**Wiring by layer**

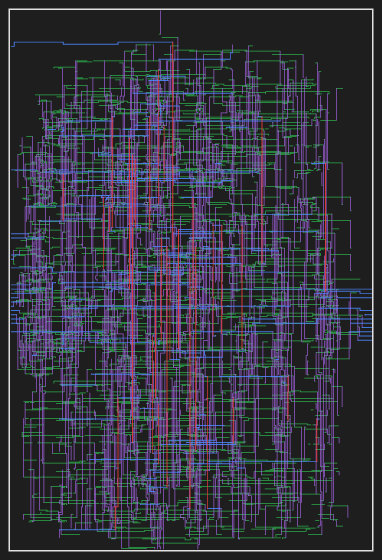
**Cell placement**

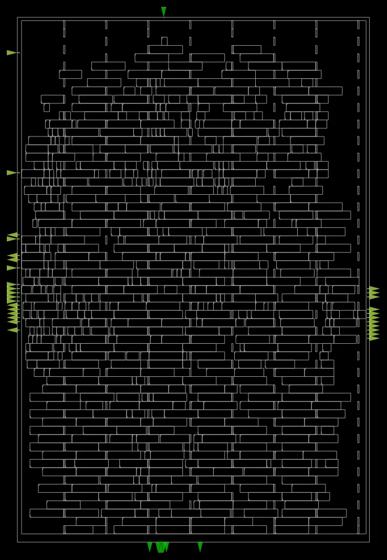
## src/rtl/pm_serial_loader.sv

```systemverilog
`default_nettype none
// ============================================================================
// Module   : pm_serial_loader
// Brief    : Serial program-memory loader with synchronous run-mode fetch port.
//            Optional word parity checking enabled by macro PM_LOADER_PARITY_EN.
// Revision : 1.0 - initial release
// ============================================================================

`ifndef ADDRESS_WIDTH
`define ADDRESS_WIDTH 4
`endif
`ifndef INSTR_WORD_WIDTH
`define INSTR_WORD_WIDTH 16
`endif
`ifndef MODE_RUN
`define MODE_RUN 2'b01
`endif
`ifndef MODE_PROG_PM
`define MODE_PROG_PM 2'b10
`endif

module pm_serial_loader #(
  parameter int ADDRESS_WIDTH = `ADDRESS_WIDTH,
  parameter int DATA_WIDTH    = `INSTR_WORD_WIDTH
) (
  input  logic                     clk,
  input  logic                     rst,
  input  logic [1:0]               mode,
  input  logic                     load_start,
  input  logic                     ser_in,
  input  logic                     ser_valid,
  output logic                     ser_ready,
  input  logic [ADDRESS_WIDTH-1:0] address,
  output logic [DATA_WIDTH-1:0]    data_out,
  output logic                     data_valid,
  output logic                     prog_busy,
  output logic                     prog_done,
  output logic [ADDRESS_WIDTH-1:0] word_count,
  output logic                     parity_err
);

  localparam int c_DEPTH = 2 ** ADDRESS_WIDTH;
`ifdef PM_LOADER_PARITY_EN
  localparam int c_BITS  = DATA_WIDTH + 1;
`else
  localparam int c_BITS  = DATA_WIDTH;
`endif
  localparam int c_CNT_W = $clog2(c_BITS + 1);

  localparam logic [1:0] c_MODE_RUN  = `MODE_RUN;
  localparam logic [1:0] c_MODE_PROG = `MODE_PROG_PM;

  localparam logic [1:0] c_ST_IDLE  = 2'd0;
  localparam logic [1:0] c_ST_SHIFT = 2'd1;
  localparam logic [1:0] c_ST_WRITE = 2'd2;
  localparam logic [1:0] c_ST_DONE  = 2'd3;

  logic [1:0]               r_state;
  logic [1:0]               w_state_nxt;
  logic [c_BITS-1:0]        r_shift;
  logic [c_CNT_W-1:0]       r_bit_cnt;
  logic [ADDRESS_WIDTH-1:0] r_word_cnt;
  logic [DATA_WIDTH-1:0]    r_mem [c_DEPTH];
  logic [DATA_WIDTH-1:0]    r_data_out;
  logic                     r_data_valid;

  logic                     w_prog_mode;
  logic                     w_start;
  logic                     w_accept;
  logic                     w_last_bit;
  logic                     w_last_word;
  logic                     w_mem_we;
  logic [DATA_WIDTH-1:0]    w_word;

  assign w_prog_mode = (mode == c_MODE_PROG);
  assign w_start     = w_prog_mode && load_start;
  assign w_accept    = ser_valid && ser_ready;
  assign w_last_bit  = (r_bit_cnt == c_CNT_W'(c_BITS - 1));
  assign w_last_word = (r_word_cnt == {ADDRESS_WIDTH{1'b1}});
  // Data bits sit above the parity bit when parity is enabled.
  assign w_word      = r_shift[c_BITS-1 -: DATA_WIDTH];

  // ---------------------------------------------------------------- state reg
  always_ff @(posedge clk) begin
    if (rst) begin
      r_state <= c_ST_IDLE;
    end else begin
      r_state <= w_state_nxt;
    end
  end

  // ---------------------------------------------------------------- next state
  always_comb begin
    w_state_nxt = r_state;
    if (!w_prog_mode) begin
      w_state_nxt = c_ST_IDLE;
    end else if (load_start) begin
      w_state_nxt = c_ST_SHIFT;
    end else begin
      case (r_state)
        c_ST_SHIFT: if (w_accept && w_last_bit) w_state_nxt = c_ST_WRITE;
        c_ST_WRITE: w_state_nxt = w_last_word ? c_ST_DONE : c_ST_SHIFT;
        default:    w_state_nxt = r_state;
      endcase
    end
  end

  // ---------------------------------------------------------------- outputs
  always_comb begin
    ser_ready = (r_state == c_ST_SHIFT);
    prog_busy = (r_state == c_ST_SHIFT) || (r_state == c_ST_WRITE);
    prog_done = (r_state == c_ST_DONE);
    // A completed word is dropped if the load is aborted in its write cycle.
    w_mem_we  = (r_state == c_ST_WRITE) && w_prog_mode && !load_start && !rst;
  end

  // ---------------------------------------------------------------- datapath
  always_ff @(posedge clk) begin
    if (rst || w_start) begin
      r_shift    <= '0;
      r_bit_cnt  <= '0;
      r_word_cnt <= '0;
    end else if (!w_prog_mode) begin
      r_shift   <= '0;
      r_bit_cnt <= '0;
    end else begin
      if (w_accept) begin
        r_shift   <= {r_shift[c_BITS-2:0], ser_in};
        r_bit_cnt <= r_bit_cnt + c_CNT_W'(1);
      end
      if (w_mem_we) begin
        r_word_cnt <= r_word_cnt + ADDRESS_WIDTH'(1);
        r_bit_cnt  <= '0;
      end
    end
  end

  assign word_count = r_word_cnt;

  // Program memory: no reset, contents survive rst.
  always_ff @(posedge clk) begin
    if (w_mem_we) begin
      r_mem[r_word_cnt] <= w_word;
    end
  end

  // ---------------------------------------------------------------- fetch port
  always_ff @(posedge clk) begin
    if (rst) begin
      r_data_out   <= '0;
      r_data_valid <= 1'b0;
    end else if (mode == c_MODE_RUN) begin
      r_data_out   <= r_mem[address];
      r_data_valid <= 1'b1;
    end else begin
      r_data_valid <= 1'b0;
    end
  end

  assign data_out   = r_data_out;
  assign data_valid = r_data_valid;

  // ---------------------------------------------------------------- parity
`ifdef PM_LOADER_PARITY_EN
  logic r_parity_err;

  // Even parity: data plus parity bit must XOR to zero.
  always_ff @(posedge clk) begin
    if (rst || w_start) begin
      r_parity_err <= 1'b0;
    end else if (w_mem_we && (^r_shift)) begin
      r_parity_err <= 1'b1;
    end
  end

  assign parity_err = r_parity_err;
`else
  assign parity_err = 1'b0;
`endif

endmodule

`default_nettype wire

```

## config.mk

```make
export PLATFORM = sky130hd
export DESIGN_NAME = pm_serial_loader
export DESIGN_NICKNAME = d
export VERILOG_FILES = /design/src/rtl/pm_serial_loader.sv
export SDC_FILE = /design/constraint.sdc
export NUM_CORES = 1
export LEC_CHECK = 0
export CAP_MARGIN = 15
export CORE_ASPECT_RATIO = 1.5
export CORE_UTILIZATION = 60
export DETAILED_ROUTE_END_ITERATION = 7
export DONT_BUFFER_PORTS = 1
export GPL_TIMING_DRIVEN = 0
export PLACE_DENSITY = 0.83
export SKIP_CTS_REPAIR_TIMING = 1
export SLEW_MARGIN = 5
export SYNTH_ARGS = -nofsm -noshare
export SYNTH_HDL_FRONTEND = slang
export SYNTH_SLANG_ARGS = --single-unit
export TNS_END_PERCENT = 30
```

## constraint.sdc

```tcl
create_clock -name clk -period 3.95 [get_ports clk]
set_input_delay 0.5925 -clock clk [delete_from_list [all_inputs] [get_ports clk]]
set_output_delay 0.5925 -clock clk [all_outputs]
set_load 0.01 [all_outputs]
```

==> run_results.csv <==
group,metric,value,unit
run_status,outcome,"finished, final reports clean",
timing,max_slew.worst_pin.slew,1.075,ns
timing,final_tally_of_max_slew_violations,0,
power_and_ir_drop,switchingPower,1.186,mW
synth,ys_sh_adder,0.009691,
critical_path,reg2reg_setup_slack,1.32,ns
synth,main_logic_family_after_synthesis,"multiplexers",
cells_and_area,inv_count,10,
power_and_ir_drop,p_sw_frac,0.1902,
cells_and_area,final_core_utilization,0.6842,
placed_design,gp_routability_congestion,0.7663,
floorplan,io_pins,36,
power_and_ir_drop,top_power_group,"registers",
cells_and_area,clk_share,0.06900,
synth,simple_gate_area_frac,0.03941,
synth,yosysMostFrequentCell,"edfxtp_1",
synth,ys_seq_share,0.7374,
routing,drt_pre_antenna_iters,5,
critical_path,setup.worst_path.start,"mode[0]",
timing,finalClockSkew,0.01807,ns
cells_and_area,largest_register_ffs,256,
timing,final.min_clock_period,2.769,ns
power_and_ir_drop,internal,5.052,mW
cells_and_area,post-route-cell-area,0.01306,mm^2
clocking,cts_buffers,26,
floorplan,die_y,172.4,um
global_routing,first_global_vias,6418,
cells_and_area,final_common_cell,"edfxtp_1",
synth,area_figure_in_the_yosys_stat_output,0.01162,mm^2
power_and_ir_drop,pg_seq,3.40,mW
timing,finalClockPeriodUsage,0.7010,
cells_and_area,regMostFlops,"r_mem",
floorplan,core.rowCount,62,
synth,synth.area.mux_share,0.1456,
## Picture notes: 'wiring by layer'
| layer | color | wire length |
|---|---|---|
| M3 | blue | 1810 um |
| M2 | purple | 13200 um |
| M1 | green | 8440 um |
| M4 | red | 1180 um |

## Picture notes: 'cell placement'
fill cell count: 1186
num tapcells: 256
Seq/total area: 0.6563
number of flip-flops and latches: 300

